Run 1, ports around the boundary:
Drawn at 4 px/micron. Pins as bars across the die edge, other pins in gray.
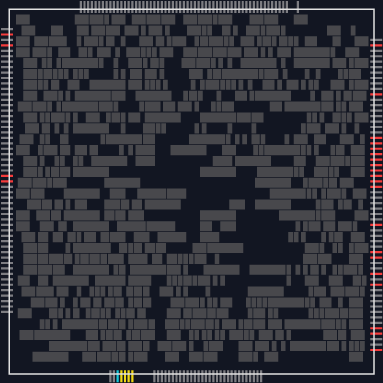
Run 1, cell outlines without signal wires:
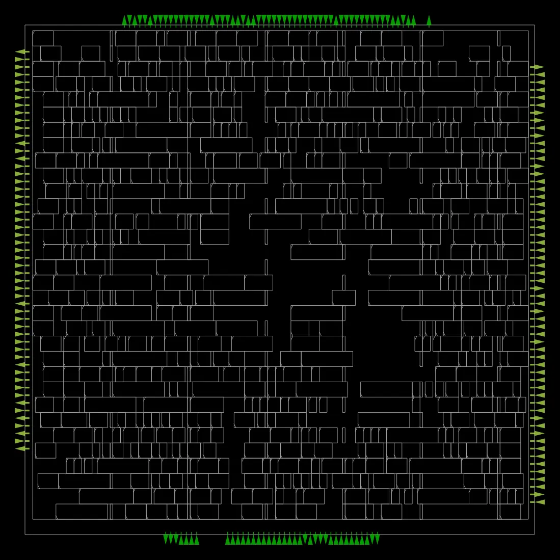
Run 1, wiring by layer:
Drawn at 3 px/micron. Only two layers are drawn.
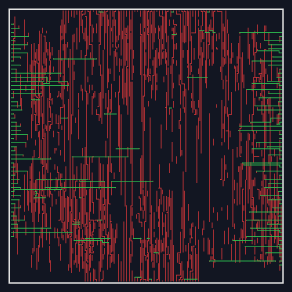
Run 1, I/O nets highlighted:
Drawn at 3 px/micron.
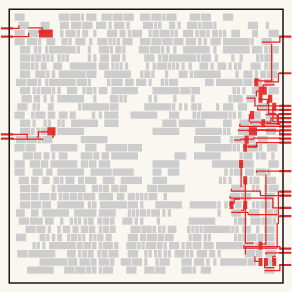
--- src/rtl/cdb_arbiter.sv ---
// cdb_arbiter: round-robin common data bus arbiter with registered grant and broadcast.
// Define CDB_ERROR_CHECK_EN to enable the sticky unit_write/CDB_xmit protocol checker.
module cdb_arbiter #(
    parameter int NUM_UNITS = 4,
    parameter int DATA_W    = 32,
    parameter int TAG_W     = 6
) (
    input  logic                        clock,
    input  logic                        reset,
    input  logic [NUM_UNITS-1:0]        CDB_rts,
    input  logic [NUM_UNITS*DATA_W-1:0] unit_data,
    input  logic [NUM_UNITS*TAG_W-1:0]  unit_source,
    input  logic [NUM_UNITS-1:0]        unit_write,
    output logic [NUM_UNITS-1:0]        CDB_xmit,
    output logic [DATA_W-1:0]           CDB_data,
    output logic [TAG_W-1:0]            CDB_source,
    output logic                        CDB_write,
    output logic                        error
);
    localparam int IW = $clog2(NUM_UNITS);

    logic [IW-1:0]        last_grant, sel, idx;
    logic [NUM_UNITS-1:0] cand;
    logic                 found;

    // Downward scan so the nearest candidate above last_grant wins
    always_comb begin
        cand  = CDB_rts & ~CDB_xmit;
        found = 1'b0;
        sel   = last_grant;
        idx   = last_grant;
        for (int k = NUM_UNITS; k >= 1; k--) begin
            idx = IW'((int'(last_grant) + k) % NUM_UNITS);
            if (cand[idx]) begin
                found = 1'b1;
                sel   = idx;
            end
        end
    end

    // While a grant is live, last_grant names the unit holding the bus
    always_ff @(posedge clock or posedge reset) begin
        if (reset) begin
            CDB_xmit   <= '0;
            CDB_data   <= '0;
            CDB_source <= '0;
            CDB_write  <= 1'b0;
            last_grant <= IW'(NUM_UNITS - 1);
        end else begin
            CDB_xmit  <= found ? (NUM_UNITS'(1) << sel) : '0;
            CDB_write <= (|CDB_xmit) & unit_write[last_grant];
            if (found)
                last_grant <= sel;
            if (|CDB_xmit) begin
                CDB_data   <= unit_data[int'(last_grant)*DATA_W +: DATA_W];
                CDB_source <= unit_source[int'(last_grant)*TAG_W +: TAG_W];
            end
        end
    end

`ifdef CDB_ERROR_CHECK_EN
    // Any disagreement between strobe and grant covers both violation kinds
    always_ff @(posedge clock or posedge reset) begin
        if (reset)
            error <= 1'b0;
        else if (|(unit_write ^ CDB_xmit))
            error <= 1'b1;
    end
`else
    assign error = 1'b0;
`endif
endmodule

--- config.mk ---
export PLATFORM = sky130hd
export DESIGN_NAME = cdb_arbiter
export DESIGN_NICKNAME = d
export VERILOG_FILES = /design/src/rtl/cdb_arbiter.sv
export SDC_FILE = /design/constraint.sdc
export NUM_CORES = 1
export LEC_CHECK = 0
export ABC_AREA = 1
export CAP_MARGIN = 25
export CORE_UTILIZATION = 35
export DETAILED_ROUTE_END_ITERATION = 16
export PLACE_DENSITY = 0.83
export SYNTH_ARGS = -nofsm -noshare
export SYNTH_HDL_FRONTEND = slang
export SYNTH_SLANG_ARGS = --single-unit
export TNS_END_PERCENT = 100
--- constraint.sdc ---
create_clock -name clock -period 1.65 [get_ports clock]
set_input_delay 0.4125 -clock clock [delete_from_list [all_inputs] [get_ports clock]]
set_output_delay 0.4125 -clock clock [all_outputs]
set_load 0.02 [all_outputs]
==> flow_metrics.tcl, run 1 <==
# metrics dict for downstream scripts
set metrics [dict create \
    hold_path_class "primary input to async pin" \
    largest_area_cell "dfrtp_1" \
    dieArea_sq_um 8240 \
    yosysMostFrequentCell "nand2_1" \
    p_leak_nw 2.47 \
    path_buffers 1 \
    critPathMaxStageDelay_ns 0.67 \
    top_register "CDB_data" \
    powerDensity_nw_per_um2 1730 \
    edf_count 0 \
    ant_nets 0 \
    fp_util_pct 35.9 \
    total_power_mw 9.04 \
    place_congestion 0.831 \
    layout_top_cells "nand2_1 (240), clkdlybuf4s50_1 (161), dfrtp_1 (43), dlygate4sd2_1 (43), nand4_1 (33)" \
    swShare_pct 49.7 \
    dpl_cell_area_sq_um 4950 \
    fillers 653 \
    top_cell_area_share_pct 39.0 \
    critPathRequiredTime_ns 1.88 \
    violations "setup timing" \
    root_buffer "clkbuf_8" \
    pwr-share-clk_pct 7.9 \
    endpoint "CDB_xmit[0]" \
    fmaxAchievable_mhz 602 \
    clk_pin_slew_ns 0.08 \
    status "finished with violations" \
    die_h_microns 90.8 \
    crit_type "flip-flop to flip-flop" \
    die_w_microns 90.8 \
    dp_hpwl_mm 7.53 \
    finalCritPeriodShare_pct 101 \
    rr_startpoint "last_grant[0]" \
    flop_cell "dfrtp_1" \
    cp_top_family "simple AND/OR/NAND/NOR gates" \
    grt_max_degree 44 \
    syn_area_per_cell_sq_um 6.55 \
    setup_violations 1 \
    fin_area_sq_um 5240 \
    largest_register_ffs 32 \
    drive_gt1_share_pct 10.8 \
    cts_hold_buf 0 \
    syn-num-nets 583 \
    netlist_area_sq_um 2760 \
    lay_top_count "nand2_1" \
    numSynthFlops 45 \
    worstReg2RegEnd "CDB_xmit[0]" \
    period_minus_slack_ns 1.66 \
    drv_slew 0 \
    antenna_found_initial 0 \
    rr_worst_depth 11 \
    setup_slack_ns -0.0103 \
    seq_power_share_pct 22.7 \
    rsz0062_at_grt "yes" \
    critPathSlowestCell "dfstp_2" \
    ys_cells 421 \
    critical_path.cell_chain "buf_6, nand3_2, nand2_2, nand2_2, nand2_2, nand2_2, nand2_1, nand2_1, nand2_2, nand2_2, nor2_1" \
    synth_cell_type_count 20 \
    viasPerCell 4.93 \
    end_kind "flip-flop" \
    grt_pass1_vias 3591 \
    insertion_delay_ns 0.29 \
    numCtsBuffers 5 \
]
Notes on 'ports around the boundary' above:
| color | port | pins | direction | edge |
|---|---|---|---|---|
| yellow | `CDB_rts` | 4 | input | bottom |
| red | `unit_source` | 24 | input | 20 right, 4 left |
| cyan | `error` | 1 | output | bottom |
all pins by edge: 58 right, 58 top, 53 left, 37 bottom

Notes on 'cell outlines without signal wires' above:
flip-flops: 45
num rows: 32
tap cells: 102
Core Area: 7690 sq um
final cell utilization of the core: 68.2%

Notes on 'wiring by layer' above:
| color | layer | wire length |
|---|---|---|
| red | M2 | 5720 microns |
| green | M3 | 793 microns |
Overall Global Routing Usage: 24.3%
DRT Wirelength: 11.0 mm
drt wl/cell: 14.9 microns
total vias in the final route: 3612

Notes on 'I/O nets highlighted' above:
| color | port | direction | end cells | buffers | wire |
|---|---|---|---|---|---|
| red | `unit_source` | input | 22 | 24 | 449 microns |
io pins: 206
port bufs: 204

-- run 1: final cells by class --
class / count / area, sq um / share of cell area (%)
clock buffers: 6 / 82.6 / 1.58
clock inverters: 2 / 13.8 / 0.263
inverters: 16 / 77.6 / 1.48
multi-input cells: 335 / 1530 / 29.2
flip-flops and latches: 45 / 1130 / 21.5
well taps: 102 / 128 / 2.44
repair buffers: 227 / 2280 / 43.6
-- run 1: power groups by stage --
| stage | Combinational, mW | Clock, mW | Sequential (mW) |
|---|---|---|---|
| 6_report | 6.28 | 0.714 | 2.05 |
| 5_1_grt | 6.93 | 0.789 | 2.11 |
| 4_1_cts | 5.53 | 0.731 | 2.05 |
| 3_5_place_dp | 5.84 | 0 | 2.09 |
| 3_3_place_gp | 5.68 | 0 | 2.07 |
| 2_1_floorplan | 2.90 | 0 | 2.62 |
-- run 1: cells by family after synthesis --
| family | Yosys count | share of synthesized area, % |
|---|---|---|
| compound gates | 17 | 4.35 |
| buf+inv | 41 | 6.62 |
| flops | 45 | 40.9 |
| other cells | 1 | 0.136 |
| simple gates | 317 | 48.0 |
-- run 1: through the flow --
| step | setup slack (ns) | std cells | util [%] | hold WS (ns) |
|---|---|---|---|---|
| after floorplan | 0.181 | 421 | - | 0.576 |
| after global placement | -0.0707 | 714 | 64.4 | 0.461 |
| final | -0.0103 | 733 | 68.2 | 0.370 |
| after detailed placement | -0.162 | 714 | 64.4 | 0.465 |
| after global routing | -0.0737 | 733 | 68.2 | 0.385 |
| after CTS | 0.0488 | 723 | 65.1 | 0.366 |
-- run 1: per-layer routing --
metal / up-vias / track usage (%) / part of all wire [%]
li1: 1759 / - / -
met1: 1665 / 25.9 / 39
met2: 171 / 47.7 / 52
met3: 17 / 5.81 / 7.2
met4: 0 / 5.69 / 1.4
met5: - / 0 / 0
Run 1, M2 wires:
Drawn at 4 px/micron.
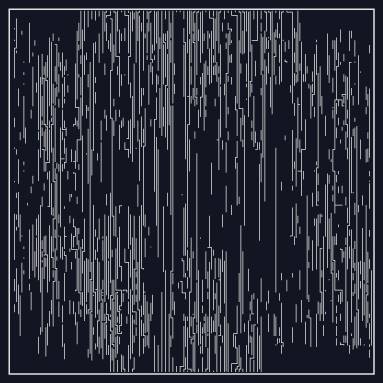

--- run 2 (diff from run 1) ---
Settings changed: CELL_PAD_IN_SITES_DETAIL_PLACEMENT from default to 1, CELL_PAD_IN_SITES_GLOBAL_PLACEMENT from default to 2, CORE_UTILIZATION 35 to 16, PLACE_DENSITY 0.83 to default, PLACE_DENSITY_LB_ADDON from default to 0.1.
Run 2, M2 wires:
Drawn at 4 px/micron.
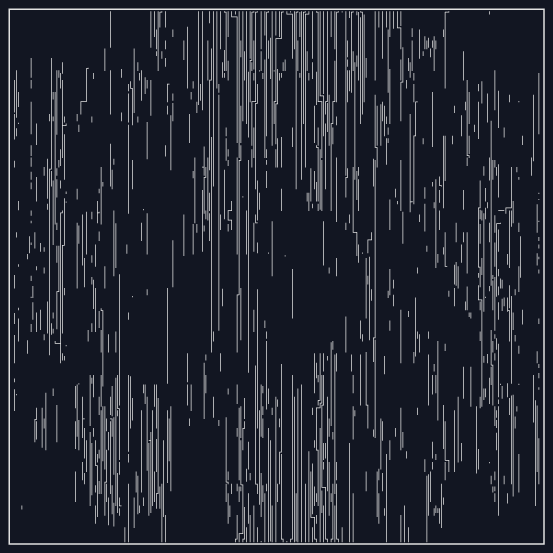
nets with wire on the layer: 650
longest straight run: 58.8 microns
total vias in the final route: 3537
met2 Usage GRT: 27.6%
DRT Wirelength: 13.4 mm

Run 2, ports around the boundary:
Drawn at 4 px/micron. Pins as bars across the die edge, other pins in gray.
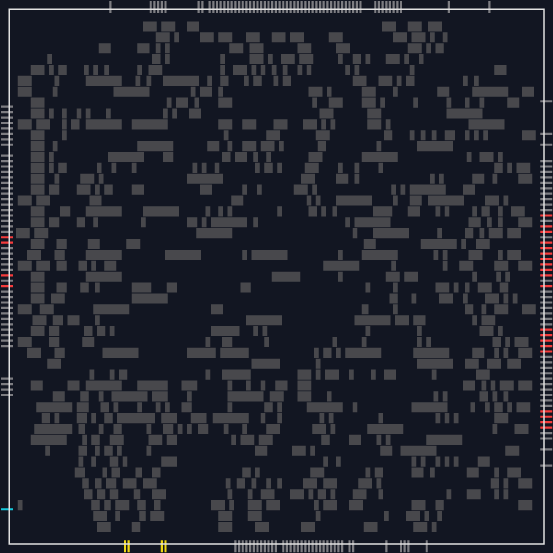
| color | port | pins | direction | edge |
|---|---|---|---|---|
| yellow | `CDB_rts` | 4 | input | bottom |
| red | `unit_source` | 24 | input | 20 right, 4 left |
| cyan | `error` | 1 | output | left |
all pins by edge: 60 top, 57 right, 49 left, 40 bottom
Die Y-Extent: 133 microns
width of the die: 133 microns

==> run 2 against run 1 <==
Net effect:
- the flow now finishes without violations
- via count fell by 2.1%
- die size rose by 120%
- synthesized cell count did not move
- flip-flop count did not move
- combinational power fell by 2%
- worst hold slack improved by 0.083 ns
- setup slack improved by 0.044 ns
- synthesized area did not move
- cell area rose by 2.5%
- largest cell class unchanged
==> flow_metrics.tcl, run 2 <==
# metrics dict for downstream scripts
set metrics [dict create \
    status "finished, final reports clean" \
    numSynthFlops 45 \
    finalNonFillerCells 849 \
    synth_cell_type_count 20 \
    dp_cells 838 \
    p_comb_mw 6.17 \
    core_area_sq_um 16700 \
    rsz0062_at_grt "yes" \
    fmaxAchievable_mhz 619 \
    cts_hold_buf 0 \
    crit_type "flip-flop to flip-flop" \
    hold_path_class "primary input to async pin" \
    insertion_delay_ns 0.28 \
    post_drt_wl_per_cell_microns 15.8 \
    grtUsageMet3_pct 3.92 \
    rr_startpoint "last_grant[0]" \
    end_kind "flip-flop" \
    largest_register_ffs 32 \
    p_leak_nw 2.46 \
    io_pins 206 \
    numCtsBuffers 5 \
    power_leader "combinational logic" \
    grt_use_total_pct 15.2 \
    dp_hpwl_mm 10.2 \
    finalCritPeriodShare_pct 97.9 \
    p_seq_mw 2.04 \
    edf_count 0 \
    pwr-share-clk_pct 11.5 \
    ant_nets 0 \
    largest_area_cell "dfrtp_1" \
    root_buffer "clkbuf_16" \
    total_power_mw 9.27 \
    syn-num-nets 583 \
    setup_violations 0 \
    clk_pin_slew_ns 0.06 \
    top_register "CDB_data" \
    top_usage_layer "met2" \
    flop_cell "dfrtp_1" \
    critPathRequiredTime_ns 1.87 \
    layout_top_cells "nand2_1 (241), clkdlybuf4s50_1 (161), dfrtp_1 (43), dlygate4sd2_1 (43), nand4_1 (33)" \
    port_buffers 204 \
    rows 47 \
    dpl_cell_area_sq_um 5170 \
    swShare_pct 49.0 \
    yosysMostFrequentCell "nand2_1" \
    antenna_found_initial 0 \
    drive_gt1_share_pct 10.5 \
    top_cell_area_share_pct 39.0 \
    grt_max_degree 40 \
]
[run 2: cell counts after synthesis]
Identical to the previous run, type by type.
[run 2: worst max-delay path by stage]
stage,from,end,slack [ns],depth (start not counted)
after floorplan,reset,CDB_data[0],0.18,1
after global placement,CDB_rts[3],CDB_xmit[2],-0.13,12
after detailed placement,CDB_rts[0],CDB_xmit[2],-0.19,11
after CTS,last_grant[0],CDB_xmit[2],0.008,9
after global routing,last_grant[0],CDB_xmit[0],-0.08,11
final,last_grant[0],CDB_xmit[2],0.03,11
[run 2: cells by family (layout without fill, tap and decap cells)]
group,count (synthesis),count (layout),synth area share [%]
simple gates,317,317,48.0
buf+inv,41,249,6.62
other cells,1,1,0.136
flops,45,45,40.9
compound gates,17,17,4.35
[run 2: final cells by class]
| class | instances | area, sq um | share of cell area, % |
|---|---|---|---|
| clock buffer | 7 | 153 | 2.84 |
| clock inverter | 1 | 5.00 | 0.0932 |
| inverter | 16 | 60.1 | 1.12 |
| multi-input combinational | 335 | 1520 | 28.3 |
| sequential | 45 | 1130 | 21.0 |
| tap | 220 | 275 | 5.12 |
| timing repair buffer | 225 | 2230 | 41.5 |
[run 2: worst max-delay path, stage by stage, from the launching register on]
cell	delay (ns)
dfstp_2	0.62
buf_6	0.14
nand3_2	0.07
nand2_2	0.09
nand2_2	0.07
nand2_2	0.08
nand2_2	0.08
nand2_2	0.07
nand2_2	0.05
nand2_2	0.09
nand2_2	0.07
nor2_1	0.09
[run 2: per-stage QoR]
stage | setup TNS (ns) | setup slack [ns] | util [%]
floorplan | 0 | 0.181 | -
global placement | -0.392 | -0.128 | 30.9
detailed placement | -0.673 | -0.188 | 30.9
CTS | 0 | 0.00808 | 31.7
global route | -0.193 | -0.0806 | 32.2
finish | 0 | 0.0339 | 32.2
--- run 3 (diff from run 2) ---
Settings changed: SLEW_MARGIN from default to 20.
Run 3, I/O nets highlighted:
Drawn at 2 px/micron.
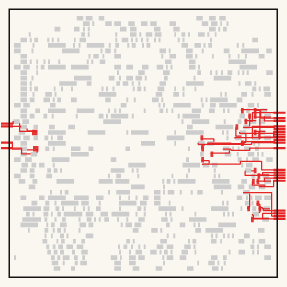
| color | port | direction | end cells | buffers | wire |
|---|---|---|---|---|---|
| red | `unit_source` | input | 22 | 24 | 579 microns |

Run 3, M2 wires:
Drawn at 4 px/micron.
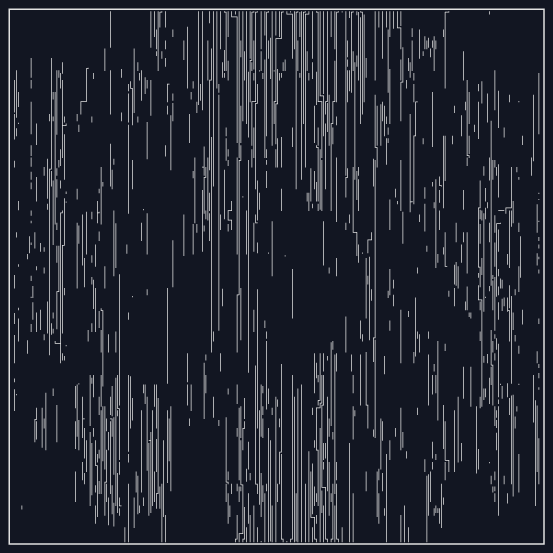
share of all routed wire: 51%
longest straight run: 58.8 microns
nets with wire on the layer: 650
wire length on this layer: 6870 microns
main direction: vertical

==> run 3 against run 2 <==
Net effect:
- cell count is the same
- synthesized cell count is the same
- clock power is essentially flat
==> flow_metrics.tcl, run 3 <==
# metrics dict for downstream scripts
set metrics [dict create \
    grt_max_degree 40 \
    path_buffers 1 \
    setup-tns-final_ns 0 \
    cts_hold_buf 0 \
    yosysMostFrequentCell "nand2_1" \
    die_h_microns 133 \
    adder_share_pct 0 \
    syn_area_per_cell_sq_um 6.55 \
    drv_slew 0 \
    antenna_found_initial 0 \
    cp_max_fo 6 \
    ant_nets 0 \
    setup_violations 0 \
    numSynthFlops 45 \
    grt_use_total_pct 15.2 \
    dp_hpwl_mm 10.2 \
    flop_cell "dfrtp_1" \
    simple_gate_share_pct 48.0 \
    largest_area_cell "dfrtp_1" \
    finalCritPeriodShare_pct 97.9 \
    top_register "CDB_data" \
    hold_path_class "primary input to async pin" \
    p_comb_mw 6.17 \
    largest_register_ffs 32 \
    top_cell_area_share_pct 39.0 \
    dieArea_sq_um 17800 \
    fp_util_pct 16.5 \
    fin_skew_ns 0.00384 \
    numCtsBuffers 5 \
    rows 47 \
    setup_slack_ns 0.0339 \
    path_common_cell "nand2_2" \
    synthMuxAreaShare_pct 0 \
    dp_cells 838 \
    synthCells 421 \
    finalNonFillerCells 849 \
    viasPerCell 4.17 \
    htreeDepth 2 \
    end_kind "flip-flop" \
    top_usage_layer "met2" \
    critPathMaxStageDelay_ns 0.62 \
    routed_wl_mm 13.4 \
    cts.sinks 45 \
    area_growth_pct 94.7 \
    root_buffer "clkbuf_16" \
    grtUsageMet3_pct 3.92 \
    synthTopLogicFamily "simple AND/OR/NAND/NOR gates" \
    die_w_microns 133 \
    power_leader "combinational logic" \
    rr_startpoint "last_grant[0]" \
    hold_viol 0 \
    critPathRequiredTime_ns 1.87 \
    ff2ff_setup_slack_ns 0.03 \
    io_pins 206 \
    p_leak_nw 2.46 \
    period_minus_slack_ns 1.62 \
    insertion_delay_ns 0.28 \
    pwr-share-clk_pct 11.5 \
    syn-num-nets 583 \
    port_buffers 204 \
    rsz0062_at_grt "yes" \
    critical_path.cell_chain "buf_6, nand3_2, nand2_2, nand2_2, nand2_2, nand2_2, nand2_2, nand2_2, nand2_2, nand2_2, nor2_1" \
    wl_met2_mm 6.87 \
    xor_share_pct 0 \
    post_drt_wl_per_cell_microns 15.8 \
    grt-ovfl-total 0 \
    cp_top_family "simple AND/OR/NAND/NOR gates" \
    critPathSlowestCell "dfstp_2" \
    p_seq_mw 2.04 \
    crit_type "flip-flop to flip-flop" \
    ys_top_cells_by_count "nand2_1 (258), dfrtp_1 (43), nand4_1 (33)" \
    status "finished, final reports clean" \
    core_area_sq_um 16700 \
    post-place-ws_ns -0.188 \
    edf_count 0 \
    num_antenna_cells 0 \
    fmaxAchievable_mhz 619 \
    vias 3537 \
    swShare_pct 49.0 \
    drive_gt1_share_pct 10.5 \
    compound_area_share_pct 4.35 \
    synth_cell_type_count 20 \
    highest_layer "met4" \
    layout_top_cells "nand2_1 (241), clkdlybuf4s50_1 (161), dfrtp_1 (43), dlygate4sd2_1 (43), nand4_1 (33)" \
    clk_pin_slew_ns 0.06 \
    grt_use_met2_pct 27.6 \
    powerClk_mw 1.06 \
]
[run 3: worst register-to-register path, cell delays in order, from the launching register on]
cell and delay (ns):
dfstp_2 0.62, buf_6 0.14, nand3_2 0.08, nand2_2 0.09, nand2_2 0.08, nand2_2 0.08
nand2_2 0.08, nand2_2 0.07, nand2_2 0.05, nand2_2 0.09, nand2_2 0.07, nor2_1 0.09
[run 3: cell families (layout without fill, tap and decap cells)]
family                 after synthesis  in the layout
AND/OR/NAND/NOR                    317            317
flip-flops                          45             45
buffers and inverters               41            249
AND-OR/OR-AND                       17             17
other                                1              1
[run 3: layout make-up]
cell class	instances	area, sq um
multi-input combinational	335	1520
clock buffer	7	153
tap	220	275
clock inverter	1	5.00
sequential	45	1130
inverter	16	60.1
timing repair buffer	225	2230
fill	2036	11300
[run 3: how the worst max path moves through the flow]
stage | slack, ns | depth (start not counted) | start | end
3_5_place_dp | -0.19 | 11 | CDB_rts[0] | CDB_xmit[2]
4_1_cts | 0.008 | 9 | last_grant[0] | CDB_xmit[2]
5_1_grt | -0.08 | 11 | last_grant[0] | CDB_xmit[0]
6_report | 0.03 | 11 | last_grant[0] | CDB_xmit[2]
2_1_floorplan | 0.18 | 1 | reset | CDB_data[0]
3_3_place_gp | -0.13 | 12 | CDB_rts[3] | CDB_xmit[2]
[run 3: stage by stage]
stage          hold WS (ns)  total power, mW  util (%)  cell area (sq um)
2_1_floorplan         0.576             5.52         -               2760
3_3_place_gp          0.460             8.39      30.9               5170
3_5_place_dp          0.468             8.48      30.9               5170
4_1_cts               0.469             9.31      31.7               5290
5_1_grt               0.481             10.3      32.2               5370
6_report              0.453             9.27      32.2               5370
[run 3: what timing repair did]
action,CTS,global route
hold endpoints to repair,0,0
setup endpoints to repair,47,15
cloned,0,0
resized,47,26
pin swaps,0,6
buffers inserted,2,1
Power figures rest on the tool's default switching activity, not on a simulated workload.
